File: src/rtl/mdu_pkg.sv
// Shared op encodings, FSM state type and op-decode helpers for the iterative mult/div unit.
package mdu_pkg;

  localparam logic [1:0] MDU_MULT  = 2'd0;
  localparam logic [1:0] MDU_MULTU = 2'd1;
  localparam logic [1:0] MDU_DIV   = 2'd2;
  localparam logic [1:0] MDU_DIVU  = 2'd3;

  typedef enum logic [1:0] {
    ST_IDLE = 2'd0,
    ST_RUN  = 2'd1,
    ST_FIX  = 2'd2
  } mdu_state_e;

  function automatic logic op_is_signed(input logic [1:0] op);
    return (op == MDU_MULT) || (op == MDU_DIV);
  endfunction

  function automatic logic op_is_div(input logic [1:0] op);
    return op[1];
  endfunction

endpackage

File: src/rtl/mdu_signfix.sv
// Combinational conditional two's-complement negate: absolute value on operands, sign restore on results.
module mdu_signfix #(
  parameter int W = 32
) (
  input  logic [W-1:0] in_dat,
  input  logic         neg,
  output logic [W-1:0] out_dat
);

  assign out_dat = neg ? (~in_dat + W'(1)) : in_dat;

endmodule

File: src/rtl/mdu_iter.sv
// Radix-2 iterative MULT/MULTU/DIV/DIVU with HI/LO; result XLEN+1 cycles after start, new start ignored while busy.
// Divide datapath compiled in only with `MDU_DIV_EN; otherwise divides time out with HI/LO unchanged.
module mdu_iter
  import mdu_pkg::*;
#(
  parameter int XLEN  = 32,
  parameter int CNT_W = $clog2(XLEN + 1)
) (
  input  logic            clk,
  input  logic            rst,
  input  logic            start,
  input  logic [1:0]      op,
  input  logic [XLEN-1:0] a,
  input  logic [XLEN-1:0] b,
  input  logic            flush,
  input  logic            mthi,
  input  logic            mtlo,
  output logic            busy,
  output logic            done,
  output logic [XLEN-1:0] hi,
  output logic [XLEN-1:0] lo
);

  mdu_state_e         state_q, state_d;
  logic [CNT_W-1:0]   cnt_q, cnt_d;
  logic [2*XLEN-1:0]  acc_q, acc_d;
  logic [XLEN-1:0]    opd_q, opd_d;
  logic               div_q, div_d;
  logic               neg_q, neg_d;
  logic [XLEN-1:0]    hi_q, hi_d;
  logic [XLEN-1:0]    lo_q, lo_d;
  logic               busy_q, busy_d;
  logic               done_q, done_d;

  logic [XLEN-1:0]    mag_a, mag_b;
  logic [2*XLEN-1:0]  prod;
  logic [XLEN:0]      mul_sum;
  logic [2*XLEN-1:0]  mul_nxt;

  mdu_signfix #(.W(XLEN)) u_fix_a (
    .in_dat (a),
    .neg    (op_is_signed(op) && a[XLEN-1]),
    .out_dat(mag_a)
  );

  mdu_signfix #(.W(XLEN)) u_fix_b (
    .in_dat (b),
    .neg    (op_is_signed(op) && b[XLEN-1]),
    .out_dat(mag_b)
  );

  mdu_signfix #(.W(2*XLEN)) u_fix_prod (
    .in_dat (acc_q),
    .neg    (neg_q),
    .out_dat(prod)
  );

  // Multiplier sits in the low half and drains out as product bits shift in from the top.
  assign mul_sum = {1'b0, acc_q[2*XLEN-1:XLEN]} + {1'b0, opd_q};
  assign mul_nxt = acc_q[0] ? {mul_sum, acc_q[XLEN-1:1]} : {1'b0, acc_q[2*XLEN-1:1]};

`ifdef MDU_DIV_EN
  logic               rneg_q, rneg_d;
  logic               bzero_q, bzero_d;
  logic [XLEN-1:0]    a_q, a_d;
  logic [XLEN:0]      rem_sh;
  logic [XLEN:0]      trial;
  logic [2*XLEN-1:0]  div_nxt;
  logic [XLEN-1:0]    quo, rem;

  // Restoring step: quotient bits enter at the bottom, partial remainder lives in the top half.
  assign rem_sh  = acc_q[2*XLEN-1:XLEN-1];
  assign trial   = rem_sh - {1'b0, opd_q};
  assign div_nxt = trial[XLEN] ? {acc_q[2*XLEN-2:0], 1'b0}
                               : {trial[XLEN-1:0], acc_q[XLEN-2:0], 1'b1};

  mdu_signfix #(.W(XLEN)) u_fix_quo (
    .in_dat (acc_q[XLEN-1:0]),
    .neg    (neg_q),
    .out_dat(quo)
  );

  mdu_signfix #(.W(XLEN)) u_fix_rem (
    .in_dat (acc_q[2*XLEN-1:XLEN]),
    .neg    (rneg_q),
    .out_dat(rem)
  );
`endif

  always_comb begin
    state_d = state_q;
    cnt_d   = cnt_q;
    acc_d   = acc_q;
    opd_d   = opd_q;
    div_d   = div_q;
    neg_d   = neg_q;
    hi_d    = hi_q;
    lo_d    = lo_q;
    busy_d  = busy_q;
    done_d  = 1'b0;
`ifdef MDU_DIV_EN
    rneg_d  = rneg_q;
    bzero_d = bzero_q;
    a_d     = a_q;
`endif

    case (state_q)
      ST_IDLE: begin
        if (start && !flush) begin
          state_d = ST_RUN;
          cnt_d   = '0;
          busy_d  = 1'b1;
          div_d   = op_is_div(op);
          neg_d   = op_is_signed(op) && (a[XLEN-1] ^ b[XLEN-1]);
          if (op_is_div(op)) begin
            acc_d = {{XLEN{1'b0}}, mag_a};
            opd_d = mag_b;
          end else begin
            acc_d = {{XLEN{1'b0}}, mag_b};
            opd_d = mag_a;
          end
`ifdef MDU_DIV_EN
          rneg_d  = op_is_signed(op) && a[XLEN-1];
          bzero_d = (b == '0);
          a_d     = a;
`endif
        end else if (!start) begin
          if (mthi) hi_d = a;
          if (mtlo) lo_d = a;
        end
      end

      ST_RUN: begin
        cnt_d = cnt_q + CNT_W'(1);
`ifdef MDU_DIV_EN
        acc_d = div_q ? div_nxt : mul_nxt;
`else
        acc_d = div_q ? acc_q : mul_nxt;
`endif
        if (cnt_q == CNT_W'(XLEN - 1)) state_d = ST_FIX;
      end

      ST_FIX: begin
        state_d = ST_IDLE;
        busy_d  = 1'b0;
        done_d  = 1'b1;
        if (!div_q) begin
          hi_d = prod[2*XLEN-1:XLEN];
          lo_d = prod[XLEN-1:0];
        end
`ifdef MDU_DIV_EN
        else if (bzero_q) begin
          hi_d = a_q;
          lo_d = '1;
        end else begin
          hi_d = rem;
          lo_d = quo;
        end
`endif
      end

      default: begin
        state_d = ST_IDLE;
        busy_d  = 1'b0;
      end
    endcase

    // Flush discards whatever this cycle would have done to HI/LO.
    if (flush) begin
      state_d = ST_IDLE;
      busy_d  = 1'b0;
      done_d  = 1'b0;
      hi_d    = hi_q;
      lo_d    = lo_q;
    end
  end

  always_ff @(posedge clk) begin
    if (rst) begin
      state_q <= ST_IDLE;
      cnt_q   <= '0;
      acc_q   <= '0;
      opd_q   <= '0;
      div_q   <= 1'b0;
      neg_q   <= 1'b0;
      hi_q    <= '0;
      lo_q    <= '0;
      busy_q  <= 1'b0;
      done_q  <= 1'b0;
`ifdef MDU_DIV_EN
      rneg_q  <= 1'b0;
      bzero_q <= 1'b0;
      a_q     <= '0;
`endif
    end else begin
      state_q <= state_d;
      cnt_q   <= cnt_d;
      acc_q   <= acc_d;
      opd_q   <= opd_d;
      div_q   <= div_d;
      neg_q   <= neg_d;
      hi_q    <= hi_d;
      lo_q    <= lo_d;
      busy_q  <= busy_d;
      done_q  <= done_d;
`ifdef MDU_DIV_EN
      rneg_q  <= rneg_d;
      bzero_q <= bzero_d;
      a_q     <= a_d;
`endif
    end
  end

  assign busy = busy_q;
  assign done = done_q;
  assign hi   = hi_q;
  assign lo   = lo_q;

endmodule

File: config.mk
export PLATFORM = sky130hd
export DESIGN_NAME = mdu_iter
export DESIGN_NICKNAME = d
export VERILOG_FILES = /design/src/rtl/mdu_pkg.sv /design/src/rtl/mdu_signfix.sv /design/src/rtl/mdu_iter.sv
export SDC_FILE = /design/constraint.sdc
export NUM_CORES = 1
export LEC_CHECK = 0
export CAP_MARGIN = 5
export CELL_PAD_IN_SITES_DETAIL_PLACEMENT = 0
export CELL_PAD_IN_SITES_GLOBAL_PLACEMENT = 2
export CORE_ASPECT_RATIO = 1.25
export CORE_MARGIN = 1
export CORE_UTILIZATION = 25
export CTS_CLUSTER_DIAMETER = 80
export DETAILED_ROUTE_END_ITERATION = 10
export GPL_TIMING_DRIVEN = 1
export PLACE_DENSITY = 0.72
export SETUP_SLACK_MARGIN = 0.1
export SYNTH_ARGS = -nofsm -noshare
export SYNTH_HDL_FRONTEND = slang
export SYNTH_SLANG_ARGS = --single-unit
File: constraint.sdc
create_clock -name clk -period 3.6 [get_ports clk]
set_input_delay 1.08 -clock clk [delete_from_list [all_inputs] [get_ports clk]]
set_output_delay 1.08 -clock clk [all_outputs]
set_load 0.03 [all_outputs]
**Run 1: metal layers overlaid**

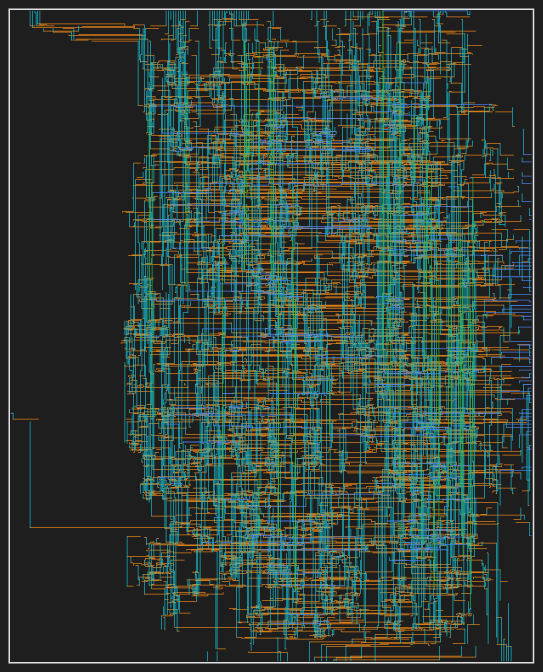
met1: in orange, wire length 24.1 mm. met3: in blue, wire length 2780 um. met4: in green, wire length 2850 um. met2: in cyan, wire length 27.0 mm.

**Run 1: cell placement**

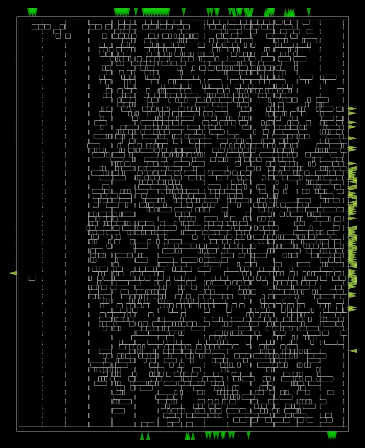
Row Count: 89
Layout Utilization: 33.1%
filler cell count in the final layout: 5035
flop share of the area: 22.0%
registers: 172

**Run 1: port wiring**

The bar under the picture is 50 um long.
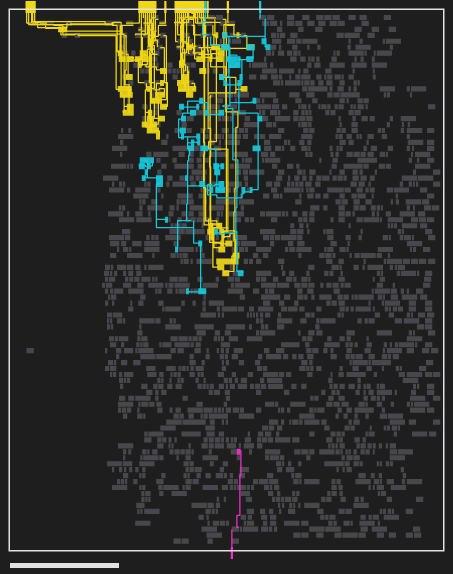
op: in cyan, bits 2, direction input, edge north, end cells 65, buffers 5, wire 658 um. b: in yellow, bits 32, direction input, edge north, end cells 72, buffers 53, wire 2330 um. mtlo: in magenta, bits 1, direction input, edge south, end cells 1, buffers 1, wire 48.0 um.

run 1: tightest hold or removal path, delay by kind of cell, from the launching register on:
kind	cells	cell delay, ns
simple gates	1	0.05
compound gates	1	0.05
flops	1	0.31
run 1: flip-flops by register name, indices dropped and copies added (netlist names):
register,count
acc_q,64
busy,1
cnt_q,6
div_q,1
done,1
hi,32
lo,32
neg_q,1
opd_q,32
state_q,2
run 1: stage by stage:
stage               setup WS (ns)  cells  TNS, ns
finish                      0.182   2430        0
global route                0.107   2430        0
CTS                         0.148   2429        0
detailed placement         -0.498   2397   -10.62
global placement           -0.471   2397    -8.90
floorplan                   0.151   1582        0
run 1: area by class of cell:
class | instances | share of cell area (%)
Timing Repair Buffer | 301 | 16.9
Clock buffer | 17 | 2.72
Sequential cell | 172 | 22.0
Tap cell | 637 | 5.09
Inverter | 26 | 0.623
Multi-Input combinational cell | 1262 | 51.7
Clock inverter | 15 | 0.991
run 1: per-layer routing:
metal	track usage [%]	vias up
li1	-	6322
met1	28.6	6471
met2	38.2	507
met3	2.62	92
met4	12.1	0
met5	0	-
run 1: synthesized netlist by cell type (all sizes together), types with 9 or more instances:
cell    number  area share (%)
xor2        67             4.9
o41ai       19             1.5
nand2b       9            0.47
inv         26            0.81
or3         18            0.94
o22ai       35             1.8
dfxtp      172              29
nor2       176             5.5
o31ai       31             1.9
nand2      131             4.1
mux2i       17             1.4
nand3       30             1.3
o21ai       85             3.5
nor3        49             2.2
clkbuf     112             3.5
a21oi      158             6.6
o211ai      20             1.3
or4         19             1.2
o21a        12            0.75
buf         10            0.39
a22oi       39             2.4
a21o        15            0.94
and3        15            0.78
nor4        23             1.3
nand4       19            0.99
ha          36             3.8
nor2b       10            0.52
xnor2       57             4.2
a222oi      18             1.5
a211oi      32             2.0
o21bai       9            0.56
a31oi       11            0.57
==> reports/metrics.cfg, run 1 <==
[detailed_routing]
wl_met3_mm=2.78
post-route-drc-count=0
wl_met2_mm=27.0
vias_per_cell=5.51
num_vias=13400
top_layer_used=met4
postRouteAntennaNets=0
wl_mm=56.7
first_pass_iters=6
wl_met1_mm=24.1

[clock_tree]
clock_path_buffers=2
clock_tree.root_cell=clkbuf_16
ctsHoldBuffers=0
cts-resized-gates=4
numCtsBuffers=17
post-cts-setup-buffers=0
cts_tree=yes
clock-sinks=172

[final_layout]
logic_area_sq_um=8090
post_route_cells_drive_above_1_share_pct=13.7
layout_top_cell=nor2_1
n_antenna_cell=0
syn_to_final_growth_pct=30.6
layout_top_cells=174 x nor2_1, 171 x dfxtp_1, 161 x buf_4
fin_nets=1889

[setup_path]
path_max_fanout=4
critPathMaxStageDelay_ns=0.61
worst_path_max_delay_cell=or4_1
crit_end=acc_q[20]$_SDFFE_PP0P_
arrival_ns=3.74
path_buffers=3
end_kind=flop
worstReg2RegStart=acc_q[32]$_SDFFE_PP0P_
startpoint=a[12]
r2r_cells=10
crit_path_frequent_cell=buf_4
worstPathCellList=clkdlybuf4s50_1 -> or4_1 -> buf_4 -> or2_2 -> nor4_4 -> nor2_1 -> xnor2_1 -> buf_4 -> a21o_1 -> o22ai_1
worstSetupPathType=in2reg
worst_setup_path_start_kind=primary input
critPathTopFamily=simple AND/OR/NAND/NOR gates

[min_path]
hp-class=reg2reg
whs_path_depth=2
hold_start=hi[6]$_SDFFE_PP0P_

[power_and_ir_drop]
switching_share_pct=34.6
p_int_mw=3.45
vdd_drop_max_uv=351
power_frac_comb_pct=24.1
comb_power_mw=1.27
p_clk_share_pct=36.6
p_leak_nw=5.81
switchingPower_mw=1.83
seqPwrFrac_pct=39.4
power.total_mw=5.28
pg_seq_mw=2.08
power_density_nw_per_um2=337
maxPowerGroup=sequential cells

[sta]
setup_violations=0
fmax_mhz=293
holdWs_ns=0.455
worst_clock_skew_ns=0.0270
rsz0062_at_grt=true
final_hold_viol_count=0
fin_crit_sh_pct=95.0
period_minus_slack_ns=3.42
max-slew-margin-rel_pct=32.1

[placed_design]
postPlaceCellArea_sq_um=15000
hpwl_mm=44.4
place_congestion=0.919

[logic_synthesis]
synth-async-reset-ratio_pct=0
logic_family=AND-OR/OR-AND gates
ys.flops=172
synth_cell_type_count=76
ys_area_sq_um=12000
synthFlopType=dfxtp_1
ys_sh_simple_pct=21.2
ys_cells=1582
synth-edff-count=0
ys_seq_share_pct=28.7
synth_area_sq_um=12000
floorplan.nets=1691
ys_sh_aoi_pct=30.6

[die]
fp.dieH_um=247
coreArea_sq_um=47300
ios=138

[global_routing]
grt_usage_pct=22.8
grt_pass1_wl_mm=81.9
grt_max_degree=141
grt_pass1_vias=12400
antenna_found_initial=0

[run]
warning_count=29
cap_violations=0

[status]
status=finished, final reports clean

==> run 1 -> run 2 <==
Settings changed: CORE_MARGIN 1 to not set.
**Run 2: metal layers overlaid**

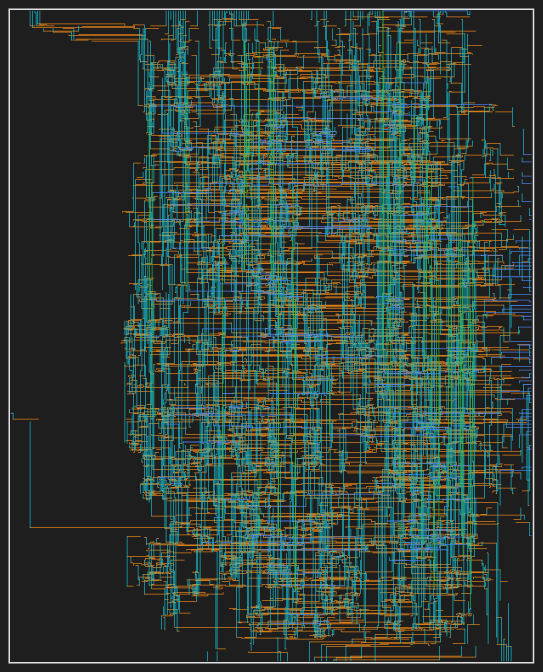
met4: in green, wire length 2850 um. met2: in cyan, wire length 27.0 mm. met1: in orange, wire length 24.1 mm. met3: in blue, wire length 2780 um.

==> run 2 against run 1 <==
Net effect:
- clock skew unchanged
- global-route usage unchanged
- die area unchanged
- power unchanged
- combinational power about the same
- count of clock-buffer cells in the layout unchanged
- sequential share of layout area unchanged
- final area unchanged
- area after synthesis unchanged
- synthesized cell count unchanged
- critical path depth unchanged
- hold slack unchanged
==> reports/metrics.cfg, run 2 <==
[detailed_routing]
postRouteAntennaNets=0  ; unchanged
wl_mm=56.7  ; unchanged
num_vias=13400  ; unchanged
post-route-drc-count=0  ; unchanged
first_pass_iters=6  ; unchanged

[logic_synthesis]
synth-async-reset-ratio_pct=0  ; unchanged
area_leaders=dfxtp_1 29%, a21oi_1 6.6%, nor2_1 5.5%
synth.top_cell.area_share_pct=28.7  ; unchanged
synth.most_common_cell=nor2_1
ys_seq_share_pct=28.7  ; unchanged
synthFlopType=dfxtp_1
ys_area_sq_um=12000  ; unchanged
ys_cells=1582  ; unchanged
synth-edff-count=0  ; unchanged
common_cells=176 x nor2_1, 172 x dfxtp_1, 158 x a21oi_1, 130 x nand2_1, 111 x clkbuf_1
synth_cell_type_count=76  ; unchanged
ys.flops=172  ; unchanged
floorplan.nets=1691  ; unchanged

[die]
row_count=89  ; unchanged

[setup_path]
worst_path_max_delay_cell=or4_1
worstPathCellList=clkdlybuf4s50_1 -> or4_1 -> buf_4 -> or2_2 -> nor4_4 -> nor2_1 -> xnor2_1 -> buf_4 -> a21o_1 -> o22ai_1
critPathTopFamily=simple AND/OR/NAND/NOR gates
path_buffers=3  ; unchanged
critPathMaxStageDelay_ns=0.61  ; about the same
arrival_ns=3.74  ; about the same
end_kind=flop
worstSetupPathType=in2reg
crit_path_frequent_cell=buf_4
path_max_fanout=4  ; unchanged
worst_setup_path_start_kind=primary input

[run]
warning_count=29  ; unchanged
cap_violations=0  ; unchanged

[global_routing]
grt_usage_pct=22.8  ; unchanged
antenna_found_initial=0  ; unchanged
grt_max_degree=141  ; unchanged
grt_pass1_vias=12400  ; unchanged
grt_pass1_wl_mm=81.9  ; unchanged

[sta]
worst_clock_skew_ns=0.0270  ; unchanged
rsz0062_at_grt=true
holdWs_ns=0.455  ; unchanged
max-slew-margin-rel_pct=32.1  ; unchanged
period_minus_slack_ns=3.42  ; unchanged
final_hold_viol_count=0  ; unchanged
fmax_mhz=293  ; unchanged
layout_setup_ws_ns=0.182  ; unchanged
fin_crit_sh_pct=95.0  ; unchanged

[placed_design]
hpwl_mm=44.4  ; unchanged
post-place-ws_ns=-0.498  ; unchanged
place_congestion=0.919  ; unchanged
postPlaceCellArea_sq_um=15000  ; unchanged

[power_and_ir_drop]
power_density_nw_per_um2=337  ; unchanged
vdd_drop_max_uv=351  ; unchanged
power.total_mw=5.28  ; unchanged

[clock_tree]
clock-sinks=172  ; unchanged
ctsHoldBuffers=0  ; unchanged
cts_tree=yes
numCtsBuffers=17  ; unchanged
clock_tree.root_cell=clkbuf_16

[final_layout]
post_route_cells_drive_above_1_share_pct=13.7  ; unchanged
largest_reg_flops=64  ; unchanged
top_register=acc_q
layout_top_cells=174 x nor2_1, 171 x dfxtp_1, 161 x buf_4
layout_top_cell=nor2_1
syn_to_final_growth_pct=30.6  ; unchanged
n_antenna_cell=0  ; unchanged

[min_path]
hp-class=reg2reg

[status]
status=finished, final reports clean

**Run 2: cell placement**

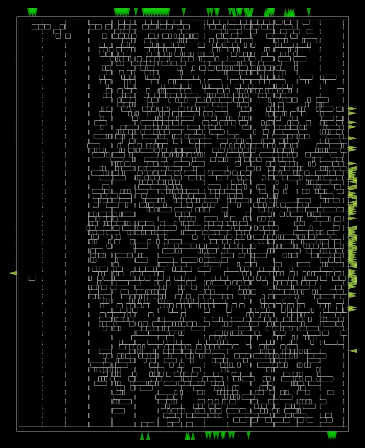
core area: 47300 sq um
non-filler instance count after layout: 2430
Tap Cells: 637

run 2: cell counts in the layout (fill, tap and decap cells not counted):
Identical to the previous run, type by type.
run 2: layout make-up:
class	count	area [sq um]
timing repair buffer	301	2650
fill	5035	31700
clock inverter	15	155
tap	637	797
clock buffer	17	425
sequential	172	3440
inverter	26	97.6
multi-input combinational	1262	8090
run 2: per-layer routing:
layer | wire length, um | global-route usage (%) | vias up
li1 | - | - | 6322
met1 | 24100 | 28.6 | 6471
met2 | 27000 | 38.2 | 507
met3 | 2780 | 2.62 | 92
met4 | 2850 | 12.1 | 0
met5 | 0 | 0 | -
run 2: where the power goes:
group          internal, mW  switching [mW]
clock                 0.981           0.950
combinational         0.494           0.778
sequential             1.98           0.102
total                  3.45            1.83
run 2: final timing paths:
check                                             from                      to  slack (ns)  cells after the start
worst max register to register  acc_q[32]$_SDFFE_PP0P_  acc_q[59]$_SDFFE_PP0P_        0.44                     10
worst min-delay path                hi[6]$_SDFFE_PP0P_      hi[6]$_SDFFE_PP0P_        0.46                      2
worst max-delay path                             a[12]  acc_q[20]$_SDFFE_PP0P_        0.18                     10
worst min register to register      hi[6]$_SDFFE_PP0P_      hi[6]$_SDFFE_PP0P_        0.46                      2
run 2: stage by stage:
stage,utilization [%],setup TNS [ns]
floorplan,-,0
global placement,31.7,-8.90
detailed placement,31.7,-10.62
CTS,33.0,0
global route,33.1,0
finish,33.1,0
run 2: cell families after synthesis:
family,Yosys count,synth area share (%)
AND-OR/OR-AND,553,30.6
multiplexers,21,1.79
adder cells (fa/ha/maj),37,3.92
AND/OR/NAND/NOR,527,21.2
buffers and inverters,148,4.72
XOR/XNOR,124,9.06
flip-flops,172,28.7
run 2: timing repair:
item,CTS,global route
resized,4,12
pin swaps,0,5
setup endpoints to repair,11,12
setup buffers,0,1
Power figures rest on the tool's default switching activity, not on a simulated workload.
